<file path="src/rtl/sram_bus_arbiter.sv">
// sram_bus_arbiter: two-port arbiter and phase sequencer for a multiplexed SRAM bus (LE / OE_n / WE_n).
// Define SRAM_ARB_ROUND_ROBIN_EN for round-robin arbitration; the default is fixed priority with port 0 first.
//
// state | meaning
// IDLE  | waiting for a request; the grant and its ready pulse happen here
// ADDR  | address on the pins, latch transparent
// HOLD  | latch closed, address still driven
// RD    | SRAM driving the bus; stays RD_WAIT+1 cycles
// SAMP  | bus turned back, read done pulse
// WDAT  | write data driven
// WSTB  | write strobe low
// WEND  | strobe released, data held, write done pulse
module sram_bus_arbiter #(
    parameter int W       = 8,
    parameter int RD_WAIT = 1
) (
    input  logic         clk,
    input  logic         reset,
    input  logic         req0_valid,
    input  logic         req0_we,
    input  logic [W-1:0] req0_addr,
    input  logic [W-1:0] req0_wdata,
    output logic         req0_ready,
    output logic         req0_done,
    output logic [W-1:0] req0_rdata,
    input  logic         req1_valid,
    input  logic         req1_we,
    input  logic [W-1:0] req1_addr,
    input  logic [W-1:0] req1_wdata,
    output logic         req1_ready,
    output logic         req1_done,
    output logic [W-1:0] req1_rdata,
    output logic [W-1:0] bus_dout,
    output logic         bus_oe,
    input  logic [W-1:0] bus_din,
    output logic         latch_le,
    output logic         mem_oe_n,
    output logic         mem_we_n,
    output logic         busy
);

    localparam logic [2:0] ST_IDLE = 3'd0;
    localparam logic [2:0] ST_ADDR = 3'd1;
    localparam logic [2:0] ST_HOLD = 3'd2;
    localparam logic [2:0] ST_RD   = 3'd3;
    localparam logic [2:0] ST_SAMP = 3'd4;
    localparam logic [2:0] ST_WDAT = 3'd5;
    localparam logic [2:0] ST_WSTB = 3'd6;
    localparam logic [2:0] ST_WEND = 3'd7;

    localparam logic [2:0] RD_WAIT_CNT = 3'(RD_WAIT);

    logic [2:0]   state;
    logic [2:0]   state_nxt;
    logic [2:0]   rd_cnt;
    logic         rd_last;
    logic         cur_we;
    logic         cur_id;
    logic [W-1:0] cur_wdata;
    logic         gnt_any;
    logic         gnt_id;
    logic         sel_we;
    logic [W-1:0] sel_addr;
    logic [W-1:0] sel_wdata;
    logic         done_nxt;

`ifdef SRAM_ARB_ROUND_ROBIN_EN
    logic         last_gnt;
`endif

    // Requests are only looked at in IDLE; reset suppresses any grant in its cycle.
    always_comb begin
        gnt_any = (state == ST_IDLE) && !reset && (req0_valid || req1_valid);
`ifdef SRAM_ARB_ROUND_ROBIN_EN
        if (req0_valid && req1_valid) begin
            gnt_id = ~last_gnt;
        end else begin
            gnt_id = !req0_valid;
        end
`else
        gnt_id = !req0_valid;
`endif
    end

    assign req0_ready = gnt_any && !gnt_id;
    assign req1_ready = gnt_any && gnt_id;

    assign sel_we    = gnt_id ? req1_we    : req0_we;
    assign sel_addr  = gnt_id ? req1_addr  : req0_addr;
    assign sel_wdata = gnt_id ? req1_wdata : req0_wdata;

    assign rd_last  = (rd_cnt == 3'd0);
    assign done_nxt = (state_nxt == ST_SAMP) || (state_nxt == ST_WEND);
    assign busy     = (state != ST_IDLE);

    always_comb begin
        state_nxt = state;
        case (state)
            ST_IDLE: if (gnt_any) state_nxt = ST_ADDR;
            ST_ADDR: state_nxt = ST_HOLD;
            ST_HOLD: state_nxt = cur_we ? ST_WDAT : ST_RD;
            ST_RD:   if (rd_last) state_nxt = ST_SAMP;
            ST_SAMP: state_nxt = ST_IDLE;
            ST_WDAT: state_nxt = ST_WSTB;
            ST_WSTB: state_nxt = ST_WEND;
            ST_WEND: state_nxt = ST_IDLE;
            default: state_nxt = ST_IDLE;
        endcase
    end

    // Pin registers are decoded from the next state so they line up with the state they belong to.
    // bus_oe and mem_oe_n share one decode, which keeps the bus turnaround contention-free.
    always_ff @(posedge clk) begin
        if (reset) begin
            state      <= ST_IDLE;
            rd_cnt     <= 3'd0;
            cur_we     <= 1'b0;
            cur_id     <= 1'b0;
            cur_wdata  <= '0;
            bus_dout   <= '0;
            bus_oe     <= 1'b1;
            latch_le   <= 1'b0;
            mem_oe_n   <= 1'b1;
            mem_we_n   <= 1'b1;
            req0_done  <= 1'b0;
            req1_done  <= 1'b0;
            req0_rdata <= '0;
            req1_rdata <= '0;
        end else begin
            state     <= state_nxt;
            latch_le  <= (state_nxt == ST_ADDR);
            mem_oe_n  <= (state_nxt != ST_RD);
            bus_oe    <= (state_nxt != ST_RD);
            mem_we_n  <= (state_nxt != ST_WSTB);
            req0_done <= done_nxt && !cur_id;
            req1_done <= done_nxt && cur_id;

            if (gnt_any) begin
                cur_we    <= sel_we;
                cur_id    <= gnt_id;
                cur_wdata <= sel_wdata;
                bus_dout  <= sel_addr;
            end else if (state_nxt == ST_WDAT) begin
                bus_dout  <= cur_wdata;
            end

            // Read wait timer: loaded on the way into RD, terminal count marks the sample cycle.
            if (state == ST_HOLD) begin
                rd_cnt <= RD_WAIT_CNT;
            end else if ((state == ST_RD) && !rd_last) begin
                rd_cnt <= rd_cnt - 3'd1;
            end

            if ((state == ST_RD) && rd_last) begin
                if (cur_id) begin
                    req1_rdata <= bus_din;
                end else begin
                    req0_rdata <= bus_din;
                end
            end
        end
    end

`ifdef SRAM_ARB_ROUND_ROBIN_EN
    always_ff @(posedge clk) begin
        if (reset) begin
            last_gnt <= 1'b1;
        end else if (gnt_any) begin
            last_gnt <= gnt_id;
        end
    end
`endif

endmodule

</file>
<file path="config.mk">
export PLATFORM = sky130hd
export DESIGN_NAME = sram_bus_arbiter
export DESIGN_NICKNAME = d
export VERILOG_FILES = /design/src/rtl/sram_bus_arbiter.sv
export SDC_FILE = /design/constraint.sdc
export NUM_CORES = 1
export LEC_CHECK = 0
export CORE_MARGIN = 10
export CORE_UTILIZATION = 46
export DETAILED_ROUTE_END_ITERATION = 12
export PLACE_DENSITY = 0.83
export SLEW_MARGIN = 5
export SYNTH_ARGS = -nofsm -noshare
export SYNTH_HDL_FRONTEND = slang
export SYNTH_SLANG_ARGS = --single-unit
</file>
<file path="constraint.sdc">
create_clock -name clk -period 5.1 [get_ports clk]
set_clock_uncertainty 0.05 [all_clocks]
set_input_delay 0.51 -clock clk [delete_from_list [all_inputs] [get_ports clk]]
set_output_delay 0.51 -clock clk [all_outputs]
set_load 0.005 [all_outputs]
</file>
**Run 1: placed cells, one colour a class**

Fill, decap, tap and diode cells in grey.
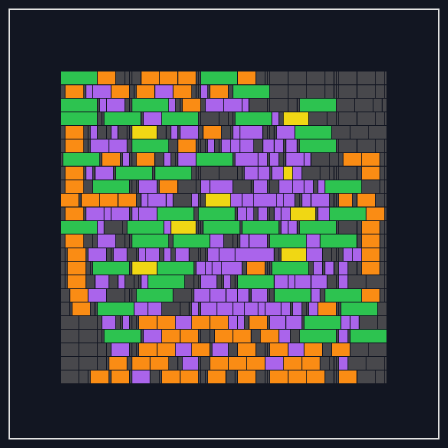
[orange] remaining buffers and delay cells | cells: 79 | share of their area: 28%
[purple] remaining logic cells | cells: 149 | share of their area: 36%
[yellow] clock drivers and dummy loads | cells: 8 | share of their area: 3.6%
[green] registers | cells: 45 | share of their area: 32%

**Run 1: port wiring**

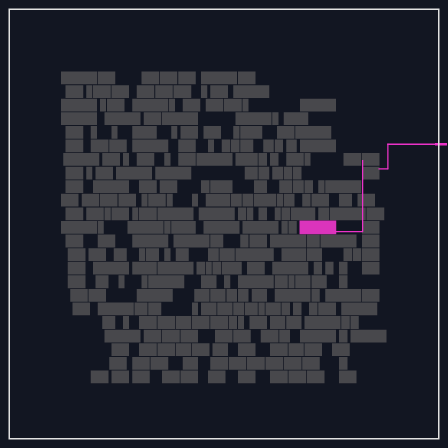
[magenta] `mem_oe_n` | bits: 1 | direction: output | edge: right | end cells: 1 | buffers: 1 | wire: 36.0 µm

==> flow_summary.ini, run 1 <==
; yosys + openroad results
[global_routing]
gr-total-overflow = 0
grt_util_met1_pct = 17.6
globalRouteTotalUtil_pct = 15.1

[sta]
maxSlewViolCount = 0
finalHoldWorstSlack_ns = 0.427
setup_tns_ns = 0
layout_setup_ws_ns = 1.87

[cells_and_area]
ff_count = 45
clock_cell_area_share_pct = 3.54
comb_area_share_pct = 34.3
mostFrequentLayoutCell = clkdlybuf4s50_1
drive_above_1_share_pct = 6.41
nets = 328
combGateArea_um2 = 981

[hold_path]
min_path_type = flip-flop to flip-flop

[worst_setup_path]
setup.worst_path.start_class = input port
timing.rr.end = req0_rdata[2]
crit_cells = 5
required_ns = 4.54
startpoint = req0_valid
critPathKind = input port to output port
crit_fanout = 21
path_buffers = 2

[clocking]
clock-root-buffer = clkbuf_8
cts_resized = 0
cts_max_level = 2

[drt]
drt_first_pass_iters = 4
wl_met1_mm = 2.22
routed.top_layer = met4
drc = 0
routed_wl_mm = 5.41

[synthesis]
synth-adder-area-share_pct = 1.26
ys_sh_aoi_pct = 16.3
ys_async_sr_fraction_pct = 0
syn_area_um2 = 1980

[outcome]
status = finished clean

[pwr]
cellInternalPower_uw = 591
power.switching_uw = 212

[placed_design]
place_ws_ns = 1.88
gp_congestion = 0.823

[floorplan]
dieWidth_um = 85.7
core-area_um2 = 4090
die_y_um = 85.7
initCoreUtil_pct = 48.6
**Run 1: signal wires on met3**

Scale bar: 20 µm.
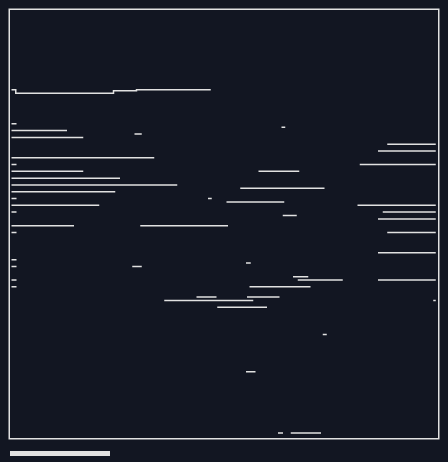
nets with wire on the layer: 41
wire length on this layer: 452 µm
longest straight run: 32.9 µm

[run 1: synth_stat cells (2+ instances only)]
cell type  number  area share (%)
a211oi_1       11             4.2
o21ai_0         6             1.5
a21oi_1         7             1.8
mux2i_1        24              12
nor3_1         18             4.5
inv_1           5            0.95
buf_2           4             1.0
o22ai_1         2            0.63
nand2_1         5            0.95
a21oi_2         2            0.88
nor2b_1         7             2.2
ha_1            2             1.3
nor2_1         28             5.3
a22o_1          8             3.5
nand2b_1        2            0.63
buf_4           3             1.1
clkbuf_1       10             1.9
a221oi_1        7             3.1
dfxtp_1        45              45
[run 1: power by group through the flow]
stage	Sequential, µW	Clock (µW)	Combinational [µW]
floorplan	395	0	93.8
global placement	401	0	167
detailed placement	402	0	170
CTS	394	243	170
global route	398	259	187
finish	394	241	169
**Run 1: cell placement**

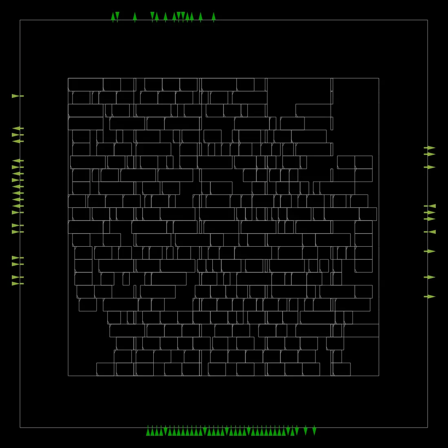

==> run 2, diff against run 1 <==
--- a/config.mk
+++ b/config.mk
@@ -6,9 +6,9 @@
 export NUM_CORES = 1
 export LEC_CHECK = 0
 export CORE_MARGIN = 10
-export CORE_UTILIZATION = 46
+export CORE_UTILIZATION = 43
 export DETAILED_ROUTE_END_ITERATION = 12
-export PLACE_DENSITY = 0.83
+export PLACE_DENSITY = 0.78
 export SLEW_MARGIN = 5
 export SYNTH_ARGS = -nofsm -noshare
 export SYNTH_HDL_FRONTEND = slang
==> constraint.sdc (replaced) <==
create_clock -name clk -period 3 [get_ports clk]
set_clock_uncertainty 0.05 [all_clocks]
set_input_delay 0.3 -clock clk [delete_from_list [all_inputs] [get_ports clk]]
set_output_delay 0.3 -clock clk [all_outputs]
set_load 0.005 [all_outputs]
**Run 2: cell placement**

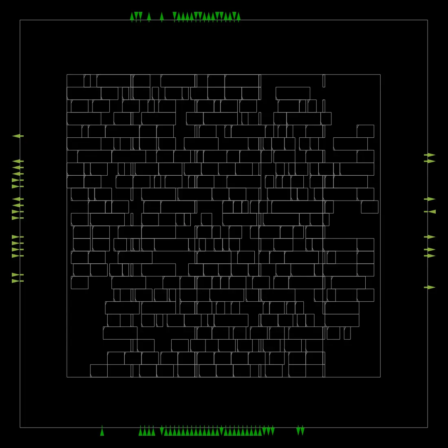
core area: 4410 µm²
n_taps: 52
Seq/total area: 31.0%

==> run 2 against run 1 <==
- routed wire length increased by 0.67%
- flip-flop count unchanged
- clock power increased by 93%
- largest power group unchanged
- synthesized cell count unchanged
- register-to-register slack got worse by 1.9 ns
- critical endpoint is now req0_ready
- cell count increased by 1.5%
- combinational power increased by 72%
==> flow_summary.ini, run 2 <==
; yosys + openroad results
[worst_setup_path]
critPathKind = flip-flop to output port
timing.rr.end = req1_rdata[5]
path_buffers = 2
required_ns = 2.65
path_cells = nor3_1 > inv_1 > nor3_1 > clkdlybuf4s50_1
crit_fanout = 12
setup.worst_path.start_class = flip-flop
crit_cells = 4

[pwr]
seq-power_uw = 668
power.switching_uw = 353
p_clk_uw = 466
pg_comb_uw = 291
cellInternalPower_uw = 1070

[synthesis]
syn_area_um2 = 1980
yosys.area.top_type = dfxtp_1
top_cell_area_share_pct = 45.4
top_cell = dfxtp_1
ys_top_cells_by_count = dfxtp_1, nor2_1, mux2i_1
ys_async_sr_fraction_pct = 0
synthTopCellsByArea = dfxtp_1, mux2i_1, nor2_1, nor3_1, a211oi_1

[placed_design]
place_ws_ns = 0.823

[clocking]
cts_resized = 0
clock-root-buffer = clkbuf_8
cts_max_level = 2

[drt]
wl_met1_mm = 2.21
first_iter_violations = 79
drt_first_pass_iters = 4
drc = 0
routed.top_layer = met4
routed_wl_mm = 5.44

[cells_and_area]
clock_cell_area_share_pct = 4.01
combGateArea_um2 = 981
comb_area_share_pct = 33.8
nets = 331

[sta]
layout_setup_ws_ns = 0.592
setup_tns_ns = 0

[global_routing]
gr-total-overflow = 0
globalRouteTotalUtil_pct = 13.7
use_met2_pct = 24.6
grt_util_met1_pct = 14.9

[hold_path]
min_path_type = flip-flop to flip-flop

[floorplan]
die_y_um = 87.9
dieWidth_um = 87.9
initCoreUtil_pct = 45.0

[outcome]
status = finished clean
-- run 2: cell types whose count changed in the layout (fill, tap and decap cells not counted), sizes merged --
cell,previous run,this run
bufinv,0,1
clkinv,2,1
buf,1,4
-- run 2: how the worst max path moves through the flow --
stage | startpoint | endpoint
after detailed placement | reset | req1_ready
after CTS | state[1] | req0_ready
after floorplan | reset | mem_oe_n
final | state[1] | req0_ready
after global placement | state[2] | req0_ready
after global routing | state[1] | req0_ready
-- run 2: kinds of logic after synthesis --
kind of cell / synth area share, %
multiplexers: 12.1
AND/OR/NAND/NOR: 19.5
flip-flops: 45.4
AND-OR/OR-AND: 16.3
buffers and inverters: 5.42
adder cells (fa/ha/maj): 1.26
-- run 2: tightest hold or removal path: stages, from the launching register on --
cell and delay [ns]:
dfxtp_1 0.32, nand2_1 0.05, a21oi_1 0.05
**Run 2: M2 wires**

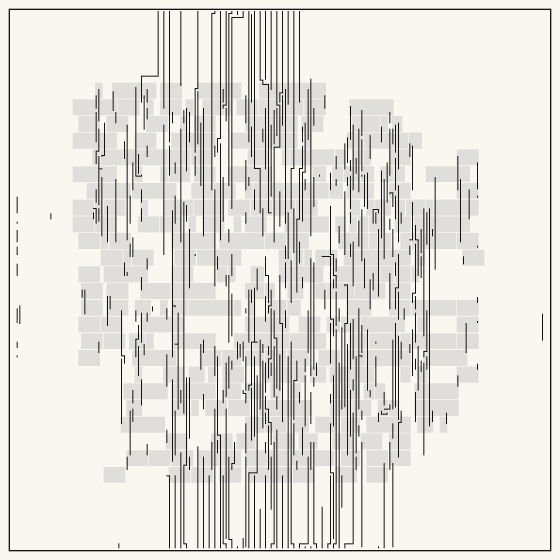

==> run 3, diff against run 2 <==
==> constraint.sdc (replaced) <==
create_clock -name clk -period 2.3 [get_ports clk]
set_clock_uncertainty 0.05 [all_clocks]
set_input_delay 0.23 -clock clk [delete_from_list [all_inputs] [get_ports clk]]
set_output_delay 0.23 -clock clk [all_outputs]
set_load 0.005 [all_outputs]
**Run 3: M2 wires**

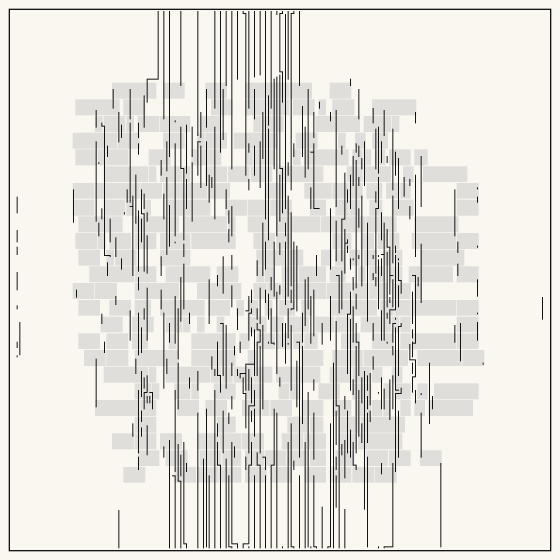
longest straight run: 33.8 µm
main direction: vertical
nets with wire on the layer: 274
wire length on this layer: 2760 µm
share of all routed wire: 52%

==> run 3 against run 2 <==
- synthesized area is the same
- non-clock buffer count grew 4
- flip-flop count is the same
- clock power grew 12%
- register-to-register slack lost 0.43 ns
- worst hold slack gained 0.0063 ns
- global-route usage grew 0.68 points
- die size is the same
==> flow_summary.ini, run 3 <==
; yosys + openroad results
[drt]
first_iter_violations = 85
wl_met1_mm = 2.18
drt_first_pass_iters = 4
drc = 0
routed_wl_mm = 5.37
vias = 1788
routed.top_layer = met4

[global_routing]
grt_start_max_net_pins = 42
gr-total-overflow = 0
globalRouteTotalUtil_pct = 14.3
grt_util_met1_pct = 16.5
use_met2_pct = 24.4

[synthesis]
syn_nets = 259
ys_sh_xor_pct = 0
syn_area_um2 = 1980
ys_sh_aoi_pct = 16.3
ys_async_sr_fraction_pct = 0
synth-adder-area-share_pct = 1.26
ys_ff = 45
synth_top_flop_cell = dfxtp_1
simple_gate_area_share_pct = 19.5
yosys.area.top_type = dfxtp_1
logic_family = simple AND/OR/NAND/NOR gates
ys_top_cells_by_count = dfxtp_1, nor2_1, mux2i_1
ys_sh_mux_pct = 12.1
synthTopCellsByArea = dfxtp_1, mux2i_1, nor2_1, nor3_1, a211oi_1
top_cell_area_share_pct = 45.4
top_cell = dfxtp_1

[clocking]
cts_resized = 0
clock-root-buffer = clkbuf_8
cts_max_level = 2
holdBufCountCts = 0
worstSkewPairLatency_ns = 0.29
post-cts-setup-buffers = 0
cts_sinks = 45

[cells_and_area]
comb_area_share_pct = 33.6
nets = 335
n_antenna_cell = 0
final_cell_mix = clkdlybuf4s50_1, dfxtp_1, nor2_1
drive_above_1_share_pct = 8.68
combGateArea_um2 = 981
sh_seq_area_pct = 30.9
seqCellArea_um2 = 901
clock_cell_area_share_pct = 3.47

[pwr]
power.switching_uw = 456
pwr-share-comb_pct = 21.7
total_power_uw = 1780
sw_frac_of_total_pct = 25.6
cellInternalPower_uw = 1320
powerDensity_nw_per_um2 = 610

[worst_setup_path]
critPathKind = input port to output port
setup.worst_path.start_class = input port
crit_path_end = req1_ready
required_ns = 2.02
startpoint = reset
regToRegSetupSlack_ns = 0.40
crit_fanout = 10
timing.rr.end = req0_rdata[7]

[placed_design]
gp_congestion = 0.745
place_ws_ns = 0.261
dp_hpwl_mm = 4.20

[floorplan]
core-area_um2 = 4410
initCoreUtil_pct = 45.0
dieWidth_um = 87.9
chipArea_um2 = 7730
die_y_um = 87.9
taps = 52

[sta]
finalCritPeriodShare_pct = 94.9
layout_setup_ws_ns = 0.118
finalHoldViolCount = 0
setup_tns_ns = 0

[hold_path]
min_path_type = flip-flop to flip-flop
hold_depth = 2

[outcome]
status = finished clean
## run 3: critical path: stages
cell and delay, ns:
clkdlybuf4s50_1 0.51, nor4_4 0.38, nand2_4 0.15, nor2_1 0.11, clkdlybuf4s50_1 0.52
## run 3: through the flow
stage / instance area (µm²) / instances / hold slack [ns] / utilization [%]
global route: 2920 / 340 / 0.444 / 66.1
detailed placement: 2810 / 331 / 0.405 / 63.6
floorplan: 1980 / 211 / 0.324 / -
global placement: 2810 / 331 / 0.403 / 63.6
finish: 2920 / 340 / 0.418 / 66.1
CTS: 2910 / 339 / 0.419 / 65.9
## run 3: power by group through the flow
stage	combinational, µW	sequential (µW)	clock (µW)
detailed placement	385	891	0
finish	386	874	520
global placement	380	891	0
CTS	387	873	540
global route	430	881	570
floorplan	208	876	0
No activity file was given, so power comes from the tool's default toggle rates.
